--- config.mk ---
export PLATFORM = sky130hd
export DESIGN_NAME = i2c_master_arbiter_flat
export DESIGN_NICKNAME = d
export VERILOG_FILES = /design/src/rtl/i2c_pkg.sv /design/src/rtl/i2c_master_arbiter_if.sv /design/src/rtl/rr_pick.sv /design/src/rtl/i2c_master_arbiter.sv /design/src/flat_wrapper.sv
export SDC_FILE = /design/constraint.sdc
export NUM_CORES = 1
export LEC_CHECK = 0
export CORE_UTILIZATION = 25
export CTS_CLUSTER_DIAMETER = 30
export DETAILED_ROUTE_END_ITERATION = 7
export SLEW_MARGIN = 15
export SYNTH_ARGS = -nofsm -noshare
export SYNTH_HDL_FRONTEND = slang
export SYNTH_SLANG_ARGS = --single-unit
--- constraint.sdc ---
create_clock -name clk -period 3 [get_ports clk]
set_input_delay 0.45 -clock clk [delete_from_list [all_inputs] [get_ports clk]]
set_output_delay 0.45 -clock clk [all_outputs]
set_load 0.01 [all_outputs]
--- src/rtl/i2c_pkg.sv ---
// Shared definitions for the I2C master arbiter: state encoding, field widths
// and the round-robin pointer helper.
package i2c_pkg;

    localparam int MAX_REQ = 4;
    localparam int NBYTE_W = 6;
    localparam int DEV_W   = 7;
    localparam int BYTE_W  = 8;

    typedef enum logic [1:0] {
        ST_IDLE    = 2'd0,
        ST_GRANTED = 2'd1,
        ST_BUSY    = 2'd2
    } arb_state_t;

    // Index following idx, wrapping at num_req.
    function automatic logic [1:0] rr_next(input logic [1:0] idx, input int unsigned num_req);
        logic [2:0] nxt;
        nxt = {1'b0, idx} + 3'd1;
        if ({29'd0, nxt} >= num_req) begin
            return 2'd0;
        end
        return nxt[1:0];
    endfunction

endpackage

--- src/rtl/i2c_master_arbiter_if.sv ---
// Requester-side and master-side signal bundle around the arbiter.
// slave:  the arbiter's view. master: the environment's view.
interface i2c_master_arbiter_if #(parameter int NUM_REQ = 2);

    logic [NUM_REQ-1:0]                   req;
    logic [NUM_REQ-1:0]                   req_go;
    logic [NUM_REQ-1:0]                   req_stop;
    logic [NUM_REQ-1:0]                   req_rw;
    logic [i2c_pkg::NBYTE_W*NUM_REQ-1:0]  req_nbyte;
    logic [i2c_pkg::DEV_W*NUM_REQ-1:0]    req_dev_add;
    logic [i2c_pkg::BYTE_W*NUM_REQ-1:0]   req_regaddr;
    logic [i2c_pkg::BYTE_W*NUM_REQ-1:0]   req_wdata;

    logic [NUM_REQ-1:0]                   gnt;
    logic [NUM_REQ-1:0]                   req_done;
    logic                                 rsp_ack_e;
    logic [i2c_pkg::BYTE_W-1:0]           rsp_rdata;
    logic                                 timeout_err;

    logic                                 Master_Go;
    logic                                 Master_Stop;
    logic                                 Master_RW;
    logic [i2c_pkg::NBYTE_W-1:0]          Master_NumOfBytes;
    logic [i2c_pkg::DEV_W-1:0]            Master_SlaveAddr;
    logic [i2c_pkg::BYTE_W-1:0]           Master_SlaveRegAddr;
    logic [i2c_pkg::BYTE_W-1:0]           Master_DataWriteReg;
    logic                                 Master_Done;
    logic                                 Master_Ready;
    logic                                 Master_ACK;
    logic [i2c_pkg::BYTE_W-1:0]           Master_ReadData;

    modport slave (
        input  req, req_go, req_stop, req_rw, req_nbyte, req_dev_add, req_regaddr, req_wdata,
        input  Master_Done, Master_Ready, Master_ACK, Master_ReadData,
        output gnt, req_done, rsp_ack_e, rsp_rdata, timeout_err,
        output Master_Go, Master_Stop, Master_RW, Master_NumOfBytes, Master_SlaveAddr,
        output Master_SlaveRegAddr, Master_DataWriteReg
    );

    modport master (
        output req, req_go, req_stop, req_rw, req_nbyte, req_dev_add, req_regaddr, req_wdata,
        output Master_Done, Master_Ready, Master_ACK, Master_ReadData,
        input  gnt, req_done, rsp_ack_e, rsp_rdata, timeout_err,
        input  Master_Go, Master_Stop, Master_RW, Master_NumOfBytes, Master_SlaveAddr,
        input  Master_SlaveRegAddr, Master_DataWriteReg
    );

endinterface

--- src/rtl/rr_pick.sv ---
// Round-robin first-one search: the first set req bit at or above ptr,
// wrapping modulo NUM_REQ.
module rr_pick #(
    parameter int NUM_REQ = 2
) (
    input  logic [NUM_REQ-1:0] req,
    input  logic [1:0]         ptr,
    output logic [NUM_REQ-1:0] onehot,
    output logic [1:0]         idx,
    output logic               found
);

    logic [2:0] pos;

    // Walk NUM_REQ positions starting at ptr and keep the first hit.
    always_comb begin
        idx   = 2'd0;
        found = 1'b0;
        pos   = 3'd0;
        for (int k = 0; k < NUM_REQ; k++) begin
            pos = {1'b0, ptr} + 3'(k);
            if (pos >= 3'(NUM_REQ)) begin
                pos = pos - 3'(NUM_REQ);
            end
            if (!found && (|(req & (NUM_REQ'(1) << pos)))) begin
                found = 1'b1;
                idx   = pos[1:0];
            end
        end
        onehot = found ? (NUM_REQ'(1) << idx) : '0;
    end

endmodule

--- src/rtl/i2c_master_arbiter.sv ---
// Round-robin arbiter sharing one I2C master engine between NUM_REQ
// requesters. A grant is held for as long as the owner keeps req high, so a
// multi-transaction sequence is never interleaved with another requester.
//
//   state      | meaning
//   -----------+---------------------------------------------------------
//   ST_IDLE    | no owner; grant the next requester once the master is ready
//   ST_GRANTED | owner holds the engine between transactions; watchdog runs
//   ST_BUSY    | owner's transaction in flight; waits for Master_Ready
module i2c_master_arbiter
    import i2c_pkg::*;
#(
    parameter int NUM_REQ = 2,
    parameter int TIMEOUT = 1000000
) (
    input  logic                  clk,
    input  logic                  reset,
    i2c_master_arbiter_if.slave   bus
);

    localparam int              WD_W    = $clog2(TIMEOUT + 1);
    localparam logic [WD_W-1:0] WD_LAST = WD_W'(TIMEOUT - 1);

    arb_state_t          state_q, state_d;
    logic [NUM_REQ-1:0]  gnt_q, gnt_d;
    logic [1:0]          idx_q, idx_d;
    logic [1:0]          ptr_q, ptr_d;
    logic [WD_W-1:0]     wdog_q, wdog_d;
    logic                tout_q, tout_d;

    logic [NUM_REQ-1:0]  pick_onehot;
    logic [1:0]          pick_idx;
    logic                pick_found;
    logic                own_req;
    logic                own_go;

    logic                m_go, m_stop, m_rw;
    logic [NBYTE_W-1:0]  m_nbyte;
    logic [DEV_W-1:0]    m_dev;
    logic [BYTE_W-1:0]   m_reg;
    logic [BYTE_W-1:0]   m_wdata;

    rr_pick #(.NUM_REQ(NUM_REQ)) u_rr_pick (
        .req    (bus.req),
        .ptr    (ptr_q),
        .onehot (pick_onehot),
        .idx    (pick_idx),
        .found  (pick_found)
    );

    assign own_req = |(bus.req & gnt_q);
    assign own_go  = |(bus.req_go & gnt_q);

    // Next-state, grant, pointer and watchdog decisions.
    always_comb begin
        state_d = state_q;
        gnt_d   = gnt_q;
        idx_d   = idx_q;
        ptr_d   = ptr_q;
        wdog_d  = wdog_q;
        tout_d  = 1'b0;
        case (state_q)
            ST_IDLE: begin
                wdog_d = '0;
                if (pick_found && bus.Master_Ready) begin
                    gnt_d   = pick_onehot;
                    idx_d   = pick_idx;
                    state_d = ST_GRANTED;
                end
            end
            ST_GRANTED: begin
                // A go in the same cycle as a req drop wins; release comes later.
                if (own_go) begin
                    wdog_d  = '0;
                    state_d = ST_BUSY;
                end else if (!own_req || (wdog_q == WD_LAST)) begin
                    tout_d  = own_req;
                    gnt_d   = '0;
                    ptr_d   = rr_next(idx_q, NUM_REQ);
                    wdog_d  = '0;
                    state_d = ST_IDLE;
                end else begin
                    wdog_d = wdog_q + 1'b1;
                end
            end
            ST_BUSY: begin
                wdog_d = '0;
                if (bus.Master_Ready && !own_go) begin
                    state_d = ST_GRANTED;
                end
            end
            default: begin
                state_d = ST_IDLE;
                gnt_d   = '0;
                wdog_d  = '0;
            end
        endcase
    end

    // Arbiter registers with synchronous active-low reset.
    always_ff @(posedge clk) begin
        if (!reset) begin
            state_q <= ST_IDLE;
            gnt_q   <= '0;
            idx_q   <= 2'd0;
            ptr_q   <= 2'd0;
            wdog_q  <= '0;
            tout_q  <= 1'b0;
        end else begin
            state_q <= state_d;
            gnt_q   <= gnt_d;
            idx_q   <= idx_d;
            ptr_q   <= ptr_d;
            wdog_q  <= wdog_d;
            tout_q  <= tout_d;
        end
    end

    // Steer the granted requester's controls to the master; zero when ungranted.
    always_comb begin
        m_go    = 1'b0;
        m_stop  = 1'b0;
        m_rw    = 1'b0;
        m_nbyte = '0;
        m_dev   = '0;
        m_reg   = '0;
        m_wdata = '0;
        for (int i = 0; i < NUM_REQ; i++) begin
            if (gnt_q[i]) begin
                m_go    = bus.req_go[i] & (state_q != ST_IDLE);
                m_stop  = bus.req_stop[i];
                m_rw    = bus.req_rw[i];
                m_nbyte = bus.req_nbyte[i*NBYTE_W +: NBYTE_W];
                m_dev   = bus.req_dev_add[i*DEV_W +: DEV_W];
                m_reg   = bus.req_regaddr[i*BYTE_W +: BYTE_W];
                m_wdata = bus.req_wdata[i*BYTE_W +: BYTE_W];
            end
        end
    end

    assign bus.Master_Go           = m_go;
    assign bus.Master_Stop         = m_stop;
    assign bus.Master_RW           = m_rw;
    assign bus.Master_NumOfBytes   = m_nbyte;
    assign bus.Master_SlaveAddr    = m_dev;
    assign bus.Master_SlaveRegAddr = m_reg;
    assign bus.Master_DataWriteReg = m_wdata;

    assign bus.gnt         = gnt_q;
    assign bus.req_done    = gnt_q & {NUM_REQ{bus.Master_Done}};
    assign bus.rsp_ack_e   = bus.Master_ACK;
    assign bus.rsp_rdata   = bus.Master_ReadData;
    assign bus.timeout_err = tout_q;

endmodule
--- src/flat_wrapper.sv ---
// flat-port wrapper written by rule: the top's interface ports become plain ports
module i2c_master_arbiter_flat import i2c_pkg::*;
#(
    parameter int NUM_REQ = 2,
    parameter int TIMEOUT = 1000000
)
  (clk, reset, bus_req, bus_req_go, bus_req_stop, bus_req_rw, bus_req_nbyte, bus_req_dev_add, bus_req_regaddr, bus_req_wdata, bus_Master_Done, bus_Master_Ready, bus_Master_ACK, bus_Master_ReadData, bus_gnt, bus_req_done, bus_rsp_ack_e, bus_rsp_rdata, bus_timeout_err, bus_Master_Go, bus_Master_Stop, bus_Master_RW, bus_Master_NumOfBytes, bus_Master_SlaveAddr, bus_Master_SlaveRegAddr, bus_Master_DataWriteReg);
  i2c_master_arbiter_if #(.NUM_REQ(NUM_REQ)) bus_i ();
  input  logic clk;
  input  logic reset;
  input wire logic [$bits(bus_i.req)-1:0] bus_req;
  input wire logic [$bits(bus_i.req_go)-1:0] bus_req_go;
  input wire logic [$bits(bus_i.req_stop)-1:0] bus_req_stop;
  input wire logic [$bits(bus_i.req_rw)-1:0] bus_req_rw;
  input wire logic [$bits(bus_i.req_nbyte)-1:0] bus_req_nbyte;
  input wire logic [$bits(bus_i.req_dev_add)-1:0] bus_req_dev_add;
  input wire logic [$bits(bus_i.req_regaddr)-1:0] bus_req_regaddr;
  input wire logic [$bits(bus_i.req_wdata)-1:0] bus_req_wdata;
  input wire logic [$bits(bus_i.Master_Done)-1:0] bus_Master_Done;
  input wire logic [$bits(bus_i.Master_Ready)-1:0] bus_Master_Ready;
  input wire logic [$bits(bus_i.Master_ACK)-1:0] bus_Master_ACK;
  input wire logic [$bits(bus_i.Master_ReadData)-1:0] bus_Master_ReadData;
  output wire logic [$bits(bus_i.gnt)-1:0] bus_gnt;
  output wire logic [$bits(bus_i.req_done)-1:0] bus_req_done;
  output wire logic [$bits(bus_i.rsp_ack_e)-1:0] bus_rsp_ack_e;
  output wire logic [$bits(bus_i.rsp_rdata)-1:0] bus_rsp_rdata;
  output wire logic [$bits(bus_i.timeout_err)-1:0] bus_timeout_err;
  output wire logic [$bits(bus_i.Master_Go)-1:0] bus_Master_Go;
  output wire logic [$bits(bus_i.Master_Stop)-1:0] bus_Master_Stop;
  output wire logic [$bits(bus_i.Master_RW)-1:0] bus_Master_RW;
  output wire logic [$bits(bus_i.Master_NumOfBytes)-1:0] bus_Master_NumOfBytes;
  output wire logic [$bits(bus_i.Master_SlaveAddr)-1:0] bus_Master_SlaveAddr;
  output wire logic [$bits(bus_i.Master_SlaveRegAddr)-1:0] bus_Master_SlaveRegAddr;
  output wire logic [$bits(bus_i.Master_DataWriteReg)-1:0] bus_Master_DataWriteReg;
  assign bus_i.req = bus_req;
  assign bus_i.req_go = bus_req_go;
  assign bus_i.req_stop = bus_req_stop;
  assign bus_i.req_rw = bus_req_rw;
  assign bus_i.req_nbyte = bus_req_nbyte;
  assign bus_i.req_dev_add = bus_req_dev_add;
  assign bus_i.req_regaddr = bus_req_regaddr;
  assign bus_i.req_wdata = bus_req_wdata;
  assign bus_i.Master_Done = bus_Master_Done;
  assign bus_i.Master_Ready = bus_Master_Ready;
  assign bus_i.Master_ACK = bus_Master_ACK;
  assign bus_i.Master_ReadData = bus_Master_ReadData;
  assign bus_gnt = bus_i.gnt;
  assign bus_req_done = bus_i.req_done;
  assign bus_rsp_ack_e = bus_i.rsp_ack_e;
  assign bus_rsp_rdata = bus_i.rsp_rdata;
  assign bus_timeout_err = bus_i.timeout_err;
  assign bus_Master_Go = bus_i.Master_Go;
  assign bus_Master_Stop = bus_i.Master_Stop;
  assign bus_Master_RW = bus_i.Master_RW;
  assign bus_Master_NumOfBytes = bus_i.Master_NumOfBytes;
  assign bus_Master_SlaveAddr = bus_i.Master_SlaveAddr;
  assign bus_Master_SlaveRegAddr = bus_i.Master_SlaveRegAddr;
  assign bus_Master_DataWriteReg = bus_i.Master_DataWriteReg;
  i2c_master_arbiter #(.NUM_REQ(NUM_REQ), .TIMEOUT(TIMEOUT)) u_core (.clk(clk), .reset(reset), .bus(bus_i));
endmodule
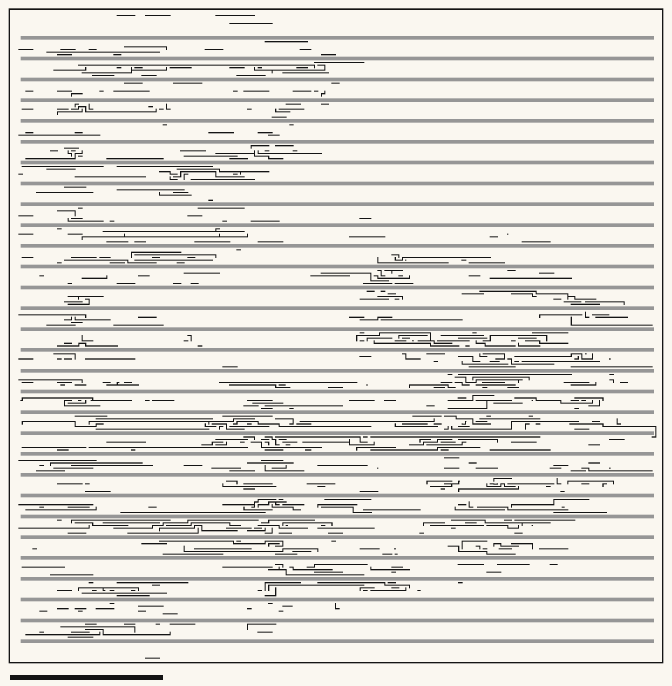
*The metal 1 layer*
Scale bar: 20 µm. Supply wires on this layer in grey.
wire length on this layer = 2290 µm
main direction = horizontal
share of all routed wire = 40%
nets with wire on the layer = 331
longest straight run = 30.8 µm
aggregate routed wire length: 5680 µm
global-route met1 utilization: 0.174
total via count after detailed routing: 1858

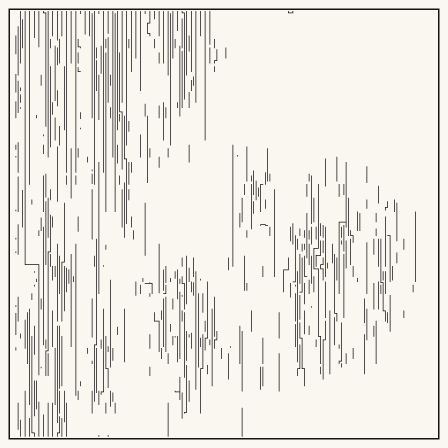
*Metal 2*
main direction = vertical
longest straight run = 50.5 µm
share of all routed wire = 49%
wire length on this layer = 2800 µm
nets with wire on the layer = 328
global routing met2 resource utilization: 0.274

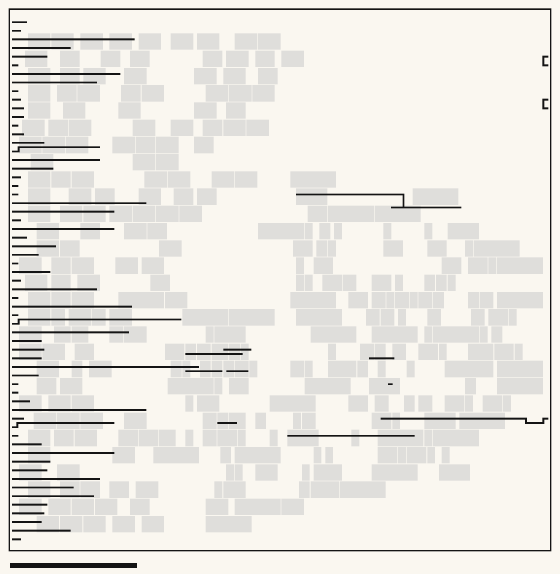
*The metal 3 layer*
Scale bar: 20 µm.
nets with wire on the layer = 71
share of all routed wire = 9.9%
met3 Use GR: 0.0710

==> flow_results.xml <==
<?xml version="1.0" encoding="UTF-8"?>
<metrics>
  <group name="run_status">
    <metric name="result_of_the_run" unit="">finished, final reports clean</metric>
  </group>
  <group name="floorplan">
    <metric name="boundaryPins" unit="">125</metric>
    <metric name="die_h" unit="µm">85.2</metric>
    <metric name="initCoreUtil" unit="">0.265</metric>
    <metric name="rows" unit="">29</metric>
    <metric name="core_area" unit="mm²">0.00653</metric>
  </group>
  <group name="place">
    <metric name="placedCellCount" unit="">374</metric>
    <metric name="placed_cell_area" unit="mm²">0.00282</metric>
    <metric name="dp_slack" unit="ns">0.588</metric>
    <metric name="portBuffers" unit="">106</metric>
  </group>
  <group name="finish">
    <metric name="lay_top_cells" unit="">sky130_fd_sc_hd__clkdlybuf4s50_1 (106), sky130_fd_sc_hd__a22o_1 (32), sky130_fd_sc_hd__dfxtp_1 (29)</metric>
    <metric name="utilization" unit="">0.446</metric>
    <metric name="antenna-diode-count" unit="">0</metric>
    <metric name="net_count_final" unit="">386</metric>
    <metric name="finish.instance_area" unit="mm²">0.00291</metric>
  </group>
  <group name="route">
    <metric name="drtPass1Iterations" unit="">4</metric>
    <metric name="route.top_layer_used" unit="">met4</metric>
    <metric name="route.antenna.remaining_nets" unit="">0</metric>
    <metric name="drt-vias-per-instance" unit="">4.88</metric>
    <metric name="met2RoutedLength" unit="µm">2800</metric>
    <metric name="wl_per_cell" unit="µm">14.9</metric>
    <metric name="drt_drc_violations_left" unit="">0</metric>
    <metric name="met1Wirelength" unit="µm">2290</metric>
  </group>
  <group name="logic_synthesis">
    <metric name="yosys_register_bits" unit="">29</metric>
    <metric name="topCombFamilyByArea" unit="">simple AND/OR/NAND/NOR gates</metric>
    <metric name="synthMuxAreaShare" unit="">0.0173</metric>
    <metric name="synth_top_cell_by_area" unit="">sky130_fd_sc_hd__dfxtp_1</metric>
    <metric name="yosys.cell_types.count" unit="">35</metric>
    <metric name="yosys-stat-cells" unit="">206</metric>
    <metric name="synth.most_common_cell" unit="">sky130_fd_sc_hd__a22o_1</metric>
    <metric name="mappedNetlistNets" unit="">288</metric>
    <metric name="flop_cell" unit="">sky130_fd_sc_hd__dfxtp_1</metric>
    <metric name="yosys-stat-area" unit="mm²">0.00173</metric>
    <metric name="synth-edff-count" unit="">0</metric>
    <metric name="synthAoiAreaFrac" unit="">0.214</metric>
    <metric name="async_flop_share" unit="">0</metric>
    <metric name="netlist_top_cells_area" unit="">sky130_fd_sc_hd__dfxtp_1 (34%), sky130_fd_sc_hd__a22o_1 (16%), sky130_fd_sc_hd__nor2_1 (5.9%)</metric>
    <metric name="yosysWarningCount" unit="">0</metric>
  </group>
  <group name="sta">
    <metric name="setup_violations" unit="">0</metric>
    <metric name="final_min_period_over_clock_period" unit="">0.876</metric>
    <metric name="rsz0062_at_grt" unit="">no</metric>
    <metric name="clock-skew-final" unit="ns">0.00847</metric>
    <metric name="timing.max_slew.rel_slack" unit="">0.553</metric>
    <metric name="setup_tns" unit="ns">0</metric>
    <metric name="timing_hold_violations_final" unit="">0</metric>
    <metric name="max_freq" unit="MHz">381</metric>
    <metric name="layout_setup_ws" unit="ns">0.372</metric>
  </group>
  <group name="critical_path">
    <metric name="critPathSlowestCell" unit="">sky130_fd_sc_hd__clkdlybuf4s50_1</metric>
    <metric name="crit_path_max_incr_delay" unit="ns">0.57</metric>
    <metric name="start_kind" unit="">flop</metric>
    <metric name="crit_path_end" unit="">bus_Master_Go</metric>
    <metric name="critical_path_peak_fanout" unit="">32</metric>
    <metric name="cpLargestDelayFamily" unit="">buffers and inverters</metric>
    <metric name="timing.critical_path.cells" unit="">buf_4 -&gt; a22oi_1 -&gt; buf_4 -&gt; nor3_1 -&gt; clkdlybuf4s50_1</metric>
    <metric name="cp.arrival" unit="ns">2.18</metric>
    <metric name="buffer_and_inverter_tally_for_the_worst_setup_path" unit="">3</metric>
    <metric name="crit_cells" unit="">5</metric>
    <metric name="timing.critical_path.mode_cell" unit="">sky130_fd_sc_hd__buf_4</metric>
    <metric name="r2r.worst_path.cells" unit="">6</metric>
    <metric name="startpoint" unit="">u_core.bus.gnt[1]</metric>
    <metric name="path_class" unit="">reg2out</metric>
    <metric name="cp_data_required_time" unit="ns">2.55</metric>
    <metric name="r2r_setup_slack" unit="ns">0.70</metric>
    <metric name="r2r_start" unit="">u_core.wdog_q[0]</metric>
    <metric name="regToRegEndpoint" unit="">u_core.wdog_q[16]</metric>
  </group>
  <group name="cts">
    <metric name="htree_num_levels" unit="">2</metric>
    <metric name="postCtsResizedCells" unit="">0</metric>
    <metric name="cts_tree" unit="">built</metric>
    <metric name="cts.sink_count" unit="">29</metric>
    <metric name="clkSlewWorstSetupHoldPaths" unit="ns">0.06</metric>
    <metric name="number_of_buffers_added_by_the_clock_tree_synthesis_step" unit="">5</metric>
    <metric name="post_cts_hold_buffer_count" unit="">0</metric>
    <metric name="cts_max_path_buffers" unit="">2</metric>
  </group>
  <group name="global_route">
    <metric name="grt_util_all_layers" unit="">0.156</metric>
    <metric name="antenna_found_initial" unit="">0</metric>
    <metric name="global_route.overflow_total" unit="">0</metric>
    <metric name="grt_first_pass_wirelength" unit="µm">8980</metric>
    <metric name="busiest_grt_layer" unit="">met2</metric>
    <metric name="largest_net_degree_at_the_start_of_global_routing" unit="">33</metric>
  </group>
  <group name="min_path">
    <metric name="whs_path_depth" unit="">1</metric>
    <metric name="holdCritStartpoint" unit="">u_core.wdog_q[0]</metric>
  </group>
  <group name="pwr">
    <metric name="leakage_power_figure" unit="nW">1.01</metric>
    <metric name="max-vdd-ir-drop" unit="V">0.000150</metric>
  </group>
  <group name="flow_run">
    <metric name="timing.max_cap.violations" unit="">0</metric>
  </group>
</metrics>
==> cell type report <==
| cell class | count | area (µm²) |
|---|---|---|
| multi-input cells | 152 | 1020 |
| well taps | 77 | 96.3 |
| clock buffers | 7 | 86.3 |
| inverters | 7 | 26.3 |
| fillers | 663 | 3620 |
| repair buffers | 109 | 1100 |
| flip-flops and latches | 29 | 581 |
==> sequential cells by signal (all words and copies together), names as in the netlist <==
name                    count
u_core.bus.gnt              2
u_core.bus.timeout_err      1
u_core.idx_q                2
u_core.ptr_q                2
u_core.state_q              2
u_core.wdog_q              20
==> power breakdown <==
part / switching [mW] / internal, mW / total, mW
combinational: 0.114 / 0.197 / 0.311
clock: 0.142 / 0.182 / 0.323
sequential: 0.0112 / 0.394 / 0.405
Power and IR drop assume default switching activity.
